`src/rtl/memory_stage.sv`:
```
// memory_stage: pipeline memory stage that issues aligned loads and stores, waits for ack with a timeout,
// and produces a one-cycle writeback pulse with a fault flag.
module memory_stage #(
    parameter int ACK_TIMEOUT = 16
) (
    input  logic        clk,
    input  logic        rst_n,
    input  logic        x_valid,
    output logic        x_ready,
    input  logic [31:0] pc_x,
    input  logic [31:0] inst_x,
    input  logic [31:0] alu_out,
    input  logic [31:0] write_data,
    output logic        dmem_req,
    output logic        dmem_we,
    output logic [31:0] dmem_addr,
    output logic [3:0]  dmem_be,
    output logic [31:0] dmem_wdata,
    input  logic        dmem_ack,
    input  logic [31:0] dmem_rdata,
    output logic        m_valid,
    output logic [31:0] pc_m,
    output logic [31:0] inst_m,
    output logic [31:0] wb_data,
    output logic        fault
);
    localparam int CW = $clog2(ACK_TIMEOUT + 1);
    typedef enum logic [1:0] {IDLE, BUSY, DONE} state_t;
    state_t state, state_nx;
    logic [CW-1:0] cnt;
    logic [1:0] off;
    logic is_ld, is_st, is_mem, byte_x, half_x, mis, fire, timeout, byte_m, half_m;
    logic [2:0] f3x, f3m;
    logic [3:0] be_x;
    logic [31:0] wd_x, ld_data;
    logic [15:0] sh;
    always_comb begin
        x_ready  = state == IDLE;
        f3x      = inst_x[14:12];
        is_ld    = inst_x[6:0] == 7'b0000011;
        is_st    = inst_x[6:0] == 7'b0100011;
        is_mem   = is_ld || is_st;
        // unknown funct3 values fall through to word access
        byte_x   = f3x == 3'b000 || (is_ld && f3x == 3'b100);
        half_x   = f3x == 3'b001 || (is_ld && f3x == 3'b101);
        mis      = half_x ? alu_out[0] : byte_x ? 1'b0 : |alu_out[1:0];
        be_x     = byte_x ? 4'b0001 << alu_out[1:0] : half_x ? 4'b0011 << alu_out[1:0] : 4'b1111;
        wd_x     = byte_x ? {4{write_data[7:0]}} : half_x ? {2{write_data[15:0]}} : write_data;
        fire     = x_valid && x_ready;
        timeout  = !dmem_ack && cnt == CW'(ACK_TIMEOUT - 1);
        f3m      = inst_m[14:12];
        byte_m   = f3m == 3'b000 || f3m == 3'b100;
        half_m   = f3m == 3'b001 || f3m == 3'b101;
        sh       = 16'(dmem_rdata >> {off, 3'b000});
        ld_data  = byte_m ? {{24{~f3m[2] & sh[7]}}, sh[7:0]} :
                   half_m ? {{16{~f3m[2] & sh[15]}}, sh} : dmem_rdata;
        state_nx = state == IDLE ? (fire && is_mem && !mis ? BUSY : IDLE) :
                   state == BUSY ? (dmem_ack || timeout ? DONE : BUSY) : IDLE;
    end
    always_ff @(posedge clk) begin
        if (!rst_n) state <= IDLE;
        else        state <= state_nx;
    end
    always_ff @(posedge clk) begin
        if (!rst_n) begin
            cnt        <= '0;
            off        <= '0;
            m_valid    <= 1'b0;
            fault      <= 1'b0;
            dmem_req   <= 1'b0;
            dmem_we    <= 1'b0;
            dmem_be    <= '0;
            dmem_addr  <= '0;
            dmem_wdata <= '0;
            pc_m       <= '0;
            inst_m     <= '0;
            wb_data    <= '0;
        end else begin
            m_valid <= 1'b0;
            if (fire) begin
                pc_m   <= pc_x;
                inst_m <= inst_x;
                if (!is_mem) begin
                    m_valid <= 1'b1;
                    fault   <= 1'b0;
                    wb_data <= alu_out;
                end else if (mis) begin
                    m_valid <= 1'b1;
                    fault   <= 1'b1;
                    wb_data <= '0;
                end else begin
                    dmem_req   <= 1'b1;
                    dmem_we    <= is_st;
                    dmem_addr  <= {alu_out[31:2], 2'b00};
                    dmem_be    <= be_x;
                    dmem_wdata <= wd_x;
                    off        <= alu_out[1:0];
                    cnt        <= '0;
                end
            end
            if (state == BUSY) begin
                if (dmem_ack || timeout) begin
                    dmem_req <= 1'b0;
                    m_valid  <= 1'b1;
                    fault    <= !dmem_ack;
                    wb_data  <= dmem_ack && !dmem_we ? ld_data : '0;
                end else begin
                    cnt <= cnt + 1'b1;
                end
            end
        end
    end
endmodule

```
`config.mk`:
```
export PLATFORM = sky130hd
export DESIGN_NAME = memory_stage
export DESIGN_NICKNAME = d
export VERILOG_FILES = /design/src/rtl/memory_stage.sv
export SDC_FILE = /design/constraint.sdc
export NUM_CORES = 1
export LEC_CHECK = 0
export ABC_AREA = 1
export CAP_MARGIN = 15
export CORE_UTILIZATION = 39
export DETAILED_ROUTE_END_ITERATION = 7
export GPL_ROUTABILITY_DRIVEN = 0
export PLACE_DENSITY = 0.78
export SYNTH_ARGS = -nofsm -noshare
export SYNTH_HDL_FRONTEND = slang
export SYNTH_SLANG_ARGS = --single-unit
export TNS_END_PERCENT = 5
```
`constraint.sdc`:
```
create_clock -name clk -period 1.7 [get_ports clk]
set_input_delay 0.17 -clock clk [delete_from_list [all_inputs] [get_ports clk]]
set_output_delay 0.17 -clock clk [all_outputs]
set_load 0.01 [all_outputs]
```
==> report_table.html <==
<!-- implementation run metrics -->
<table>
<tr><th>Metric</th><th>Value</th></tr>
<tr><th colspan="2">Critical path</th></tr>
<tr><td>Crit path DAT</td><td>between 1500 and 2000 ps</td></tr>
<tr><td>CP Max Fanout</td><td>14</td></tr>
<tr><td>Critical Path End Type</td><td>flip-flop</td></tr>
<tr><td>Crit Path Class</td><td>reg -&gt; reg</td></tr>
<tr><td>Crit path capture</td><td>wb_data[23]</td></tr>
<tr><td>Critical-path top delay cell</td><td>sky130_fd_sc_hd__dfxtp_2</td></tr>
<tr><td>Count of cells along the worst register-to-register path</td><td>10</td></tr>
<tr><td>Logic depth of the worst path, buffers included</td><td>10</td></tr>
<tr><td>Crit path required time</td><td>roughly 2000 ps</td></tr>
<tr><td>Capture instance of the worst register-to-register path</td><td>wb_data[23]</td></tr>
<tr><th colspan="2">Placement</th></tr>
<tr><td>Count of buffers inserted at the top-level ports</td><td>330</td></tr>
<tr><td>Detailed placement HPWL</td><td>roughly 20000 um</td></tr>
<tr><td>Area after detailed placement</td><td>11700 um^2</td></tr>
<tr><th colspan="2">Cells and area</th></tr>
<tr><td>Layout cell share with drive strength beyond 1</td><td>0.124</td></tr>
<tr><td>Area of all placed cells without fillers</td><td>roughly 13000 um^2</td></tr>
<tr><td>Fill cell total of the finished layout</td><td>approximately 1700</td></tr>
<tr><td>Layout overhead on the synthesized area</td><td>61.9%</td></tr>
<tr><td>Top logic cells by instance count in the layout</td><td>sky130_fd_sc_hd__clkdlybuf4s50_1 (326), sky130_fd_sc_hd__nand2_1 (265), sky130_fd_sc_hd__dfxtp_1 (171)</td></tr>
<tr><th colspan="2">Floorplanning</th></tr>
<tr><td>Row Count</td><td>around 50</td></tr>
<tr><td>Share of the core filled by cells before placement</td><td>0.397</td></tr>
<tr><td>Total die area</td><td>20400 um^2</td></tr>
<tr><td>Vert. Die Dim</td><td>143 um</td></tr>
<tr><td>Die Wd</td><td>between 100 and 150 um</td></tr>
<tr><td>Num ports</td><td>333</td></tr>
<tr><td>Total core area</td><td>between 15000 and 20000 um^2</td></tr>
<tr><th colspan="2">GRT</th></tr>
<tr><td>Vias in the first global route</td><td>approximately 8000</td></tr>
<tr><td>GR Util met3</td><td>0.0533</td></tr>
<tr><td>Initial antenna violation count</td><td>1</td></tr>
<tr><td>Maximum number of pins on one net before global-route repair</td><td>77</td></tr>
<tr><td>GRT Residual Overflow</td><td>0</td></tr>
<tr><td>Met1 track utilization from global routing</td><td>0.336</td></tr>
<tr><th colspan="2">Yosys</th></tr>
<tr><td>Synth Seq Share</td><td>0.454</td></tr>
<tr><td>Xor/xnor share</td><td>0</td></tr>
<tr><td>Adder Share, Synth</td><td>0.00972</td></tr>
<tr><td>Yosys Warn Count</td><td>0</td></tr>
<tr><td>Top area contributor share</td><td>0.454</td></tr>
<tr><td>Combinational family with the most area after synthesis</td><td>simple AND/OR/NAND/NOR gates</td></tr>
<tr><td>Distinct cells, synth</td><td>36</td></tr>
<tr><td>Post-synthesis sequential element count</td><td>175</td></tr>
<tr><td>Library cell occupying the most area in the post-synthesis netlist</td><td>sky130_fd_sc_hd__dfxtp_1</td></tr>
<tr><td>Count of instantiated cells in the yosys netlist</td><td>between 1000 and 1500</td></tr>
<tr><td>Top post-synthesis cells by count</td><td>sky130_fd_sc_hd__nand2_1 (271), sky130_fd_sc_hd__nor2_1 (176), sky130_fd_sc_hd__dfxtp_1 (175)</td></tr>
<tr><td>Count of flip-flops with a built-in enable after synthesis</td><td>0</td></tr>
<tr><td>Aoi/oai-family share of the synthesized area</td><td>0.187</td></tr>
<tr><td>Proportion of register bits with asynchronous set or reset after synthesis</td><td>0</td></tr>
<tr><td>Multiplexer area fraction after synthesis</td><td>0</td></tr>
<tr><td>Most instantiated library cell after synthesis</td><td>sky130_fd_sc_hd__nand2_1</td></tr>
<tr><td>Simple-Gate Fraction of Synth Area</td><td>0.286</td></tr>
<tr><td>Area contributors post-synth</td><td>sky130_fd_sc_hd__dfxtp_1 (45%), sky130_fd_sc_hd__nand2_1 (13%), sky130_fd_sc_hd__nor2_1 (8.6%)</td></tr>
<tr><td>Netlist Area Pre-Place</td><td>between 7000 and 8000 um^2</td></tr>
<tr><td>Cell count after synthesis</td><td>between 1000 and 1500</td></tr>
<tr><th colspan="2">Final timing</th></tr>
<tr><td>Post-route fraction of the period consumed by the critical path</td><td>0.962</td></tr>
<tr><td>Final Skew</td><td>between 9 and 10 ps</td></tr>
<tr><td>Final Hold Violating Endpoints</td><td>0</td></tr>
<tr><td>Transition time at the pin with the least slew margin</td><td>around 580 ps</td></tr>
<tr><td>RSZ-0062 raised after global routing</td><td>true</td></tr>
<tr><td>Shortest clock period the worst path allows after layout</td><td>roughly 1600 ps</td></tr>
<tr><td>F_max</td><td>612 MHz</td></tr>
<tr><td>Relative slew slack</td><td>0.617</td></tr>
<tr><th colspan="2">Job</th></tr>
<tr><td>Max-cap violations</td><td>0</td></tr>
<tr><td>Total tool warning count</td><td>30</td></tr>
<tr><th colspan="2">Clocking</th></tr>
<tr><td>Number of buffers added for setup after CTS</td><td>0</td></tr>
<tr><td>Depth of the CTS H-tree</td><td>4</td></tr>
<tr><td>Total number of clock tree sinks</td><td>175</td></tr>
<tr><td>Number of clock buffers inserted by TritonCTS</td><td>17</td></tr>
<tr><td>Buffer levels on the longest clock path</td><td>2</td></tr>
<tr><td>CTS Root Cell</td><td>sky130_fd_sc_hd__clkbuf_16</td></tr>
<tr><td>CTS tree</td><td>yes</td></tr>
<tr><td>Latest clock arrival within the worst-skew pair</td><td>approximately 440 ps</td></tr>
<tr><td>Resized cells post-CTS</td><td>3</td></tr>
<tr><th colspan="2">Routing</th></tr>
<tr><td>Number of nets with antenna violations after routing</td><td>0</td></tr>
<tr><td>1st-iter DRT viols</td><td>~700</td></tr>
<tr><td>First drt pass iteration count</td><td>8</td></tr>
<tr><td>DRC errors left</td><td>1</td></tr>
<tr><th colspan="2">Status</th></tr>
<tr><td>Violated checks</td><td>design-rule violations</td></tr>
<tr><td>Result of the run</td><td>finished with violations</td></tr>
<tr><th colspan="2">Pwr</th></tr>
<tr><td>Highest ir drop seen on vdd</td><td>around 0.60 mV</td></tr>
<tr><td>Final Total Pwr</td><td>just under 10 mW</td></tr>
<tr><td>P_leak</td><td>approximately 5.1 nW</td></tr>
<tr><td>Power density normalized to cell area</td><td>a little under 800 nW/um^2</td></tr>
</table>
[power breakdown]
group	internal [mW]	leakage, nW	switching, mW	total, mW
logic	0.878	3.35	0.732	1.61
clock network	2.25	0.290	1.76	4.01
registers	4.25	1.44	0.0790	4.33
[per-stage QoR]
stage               setup TNS, ps  setup WS (ps)  std cells  hold WS [ps]
finish                          0           64.7       1720           132
global placement           -34260           -388       1683           449
floorplan                       0            124       1092           299
CTS                             0           1.20       1714           195
global route                 -526          -36.1       1720           146
detailed placement         -39980           -438       1683           453
[worst min path at each step]
stage	startpoint	endpoint	slack, ps	cells after the start
4_1_cts	rst_n	cnt[3]	190	4
3_3_place_gp	cnt[4]	cnt[4]	450	2
3_5_place_dp	cnt[4]	cnt[4]	450	2
2_1_floorplan	alu_out[0]	wb_data[0]	300	2
6_report	inst_x[0]	inst_m[0]	130	3
5_1_grt	inst_x[0]	inst_m[0]	150	3
[cell families (layout without fill, tap and decap cells)]
kind of cell | Yosys count | after routing
simple gates | 535 | 535
compound gates | 262 | 262
flops | 175 | 175
buf+inv | 112 | 474
fa+ha+maj | 6 | 6
other cells | 1 | 3
[worst min-delay path, delay by kind of cell]
| family | cells | cell delay, ps |
|---|---|---|
| simple gates | 1 | 80 |
| compound gates | 1 | 120 |
| buf+inv | 1 | 170 |
[metal layers]
metal	part of all wire	routed length, um
met2	0.48	13600
met1	0.41	11600
met5	0	0
met4	0.038	1080
met3	0.075	2130
[final cells by class]
type | count | area (um^2) | area share
Antenna cell | 1 | 2.50 | 0.000200
Tap cell | 265 | 332 | 0.0265
Sequential cell | 175 | 3510 | 0.281
Clock buffer | 19 | 453 | 0.0362
Timing Repair Buffer | 399 | 4090 | 0.327
Clock inverter | 12 | 135 | 0.0108
Inverter | 44 | 173 | 0.0138
Multi-Input combinational cell | 805 | 3810 | 0.305
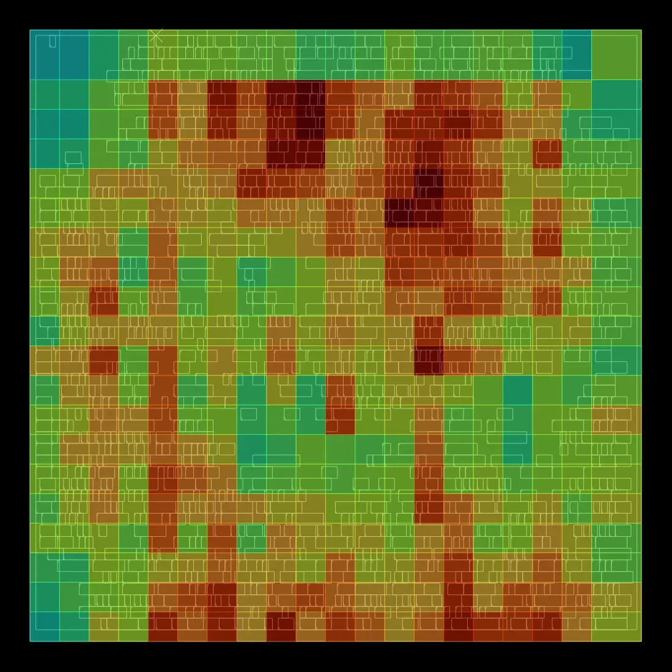
**Above:** routing congestion map.
routing usage on met2: 0.428
GR Util All Layers: 0.265
global routing's busiest layer: met2

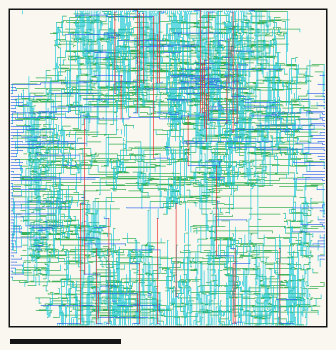
**Above:** signal wires by layer.
Bar = 50 um.
| layer | colour | wire length |
|---|---|---|
| met4 | red | 1080 um |
| met1 | green | 11600 um |
| met2 | cyan | 13600 um |
| met3 | blue | 2130 um |
Routed WL: 28400 um
count of vias placed by the detailed router: 8633
detail-routed net length per standard cell: 16.5 um

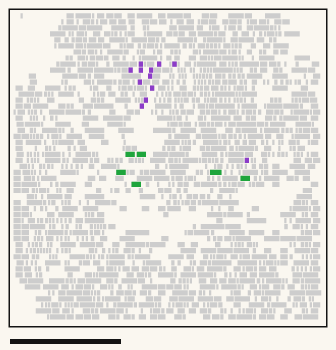
**Above:** logic cells by family.
Bar = 50 um.
| family | colour | cells |
|---|---|---|
| AND and OR gates | purple | 12 |
| adder and majority cells | green | 6 |
logic share of the area: 0.305
Finished Layout Cells: 1720
dominant logic cell type in the layout: sky130_fd_sc_hd__clkdlybuf4s50_1

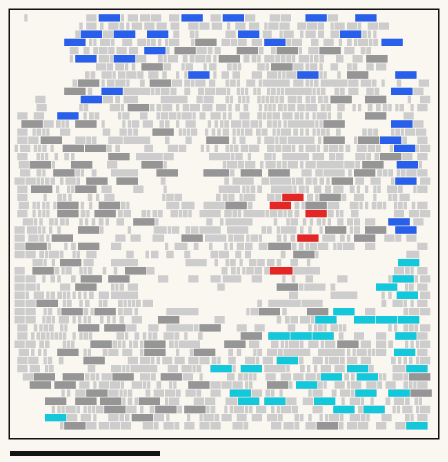
**Above:** sequential cells grouped by signal name.
Bar = 50 um.
| name in the netlist | colour | sequential cells |
|---|---|---|
| dmem_addr | blue | 30 |
| cnt | red | 5 |
| pc_m | cyan | 32 |
not coloured: 108
flip-flop and latch power: 4.33 mW
register fraction of the total cell area: 0.281
total area of sequential cells: 3510 um^2
final standard cell utilization of the core: 0.643

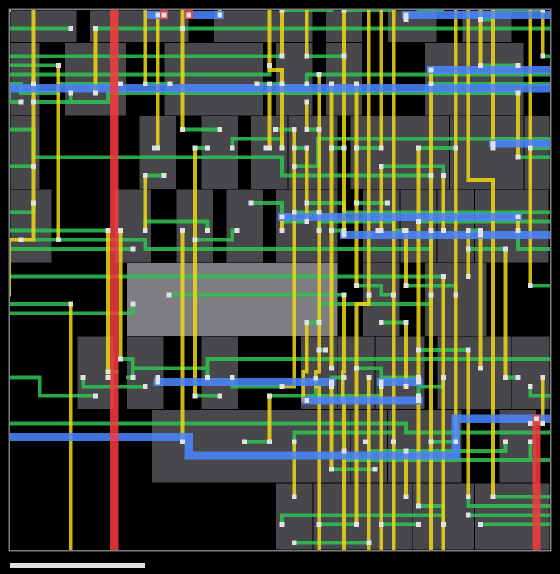
**Above:** close-up of the layout.
Bar = 5 um. Window x 61 to 81, y 90 to 110 um. Cells in grey, sequential cells in the stronger grey; small squares are vias.
| layer | colour |
|---|---|
| met2 | yellow |
| met1 | green |
| met4 | red |
| met3 | blue |
cells with their middle in the window: 39
most frequent: nand2_1 (13), inv_1 (6), clkdlybuf4s50_1 (5)
sequential cells in the window: 1
netlist names of flops here include: off (1)

Power and IR drop assume default switching activity.
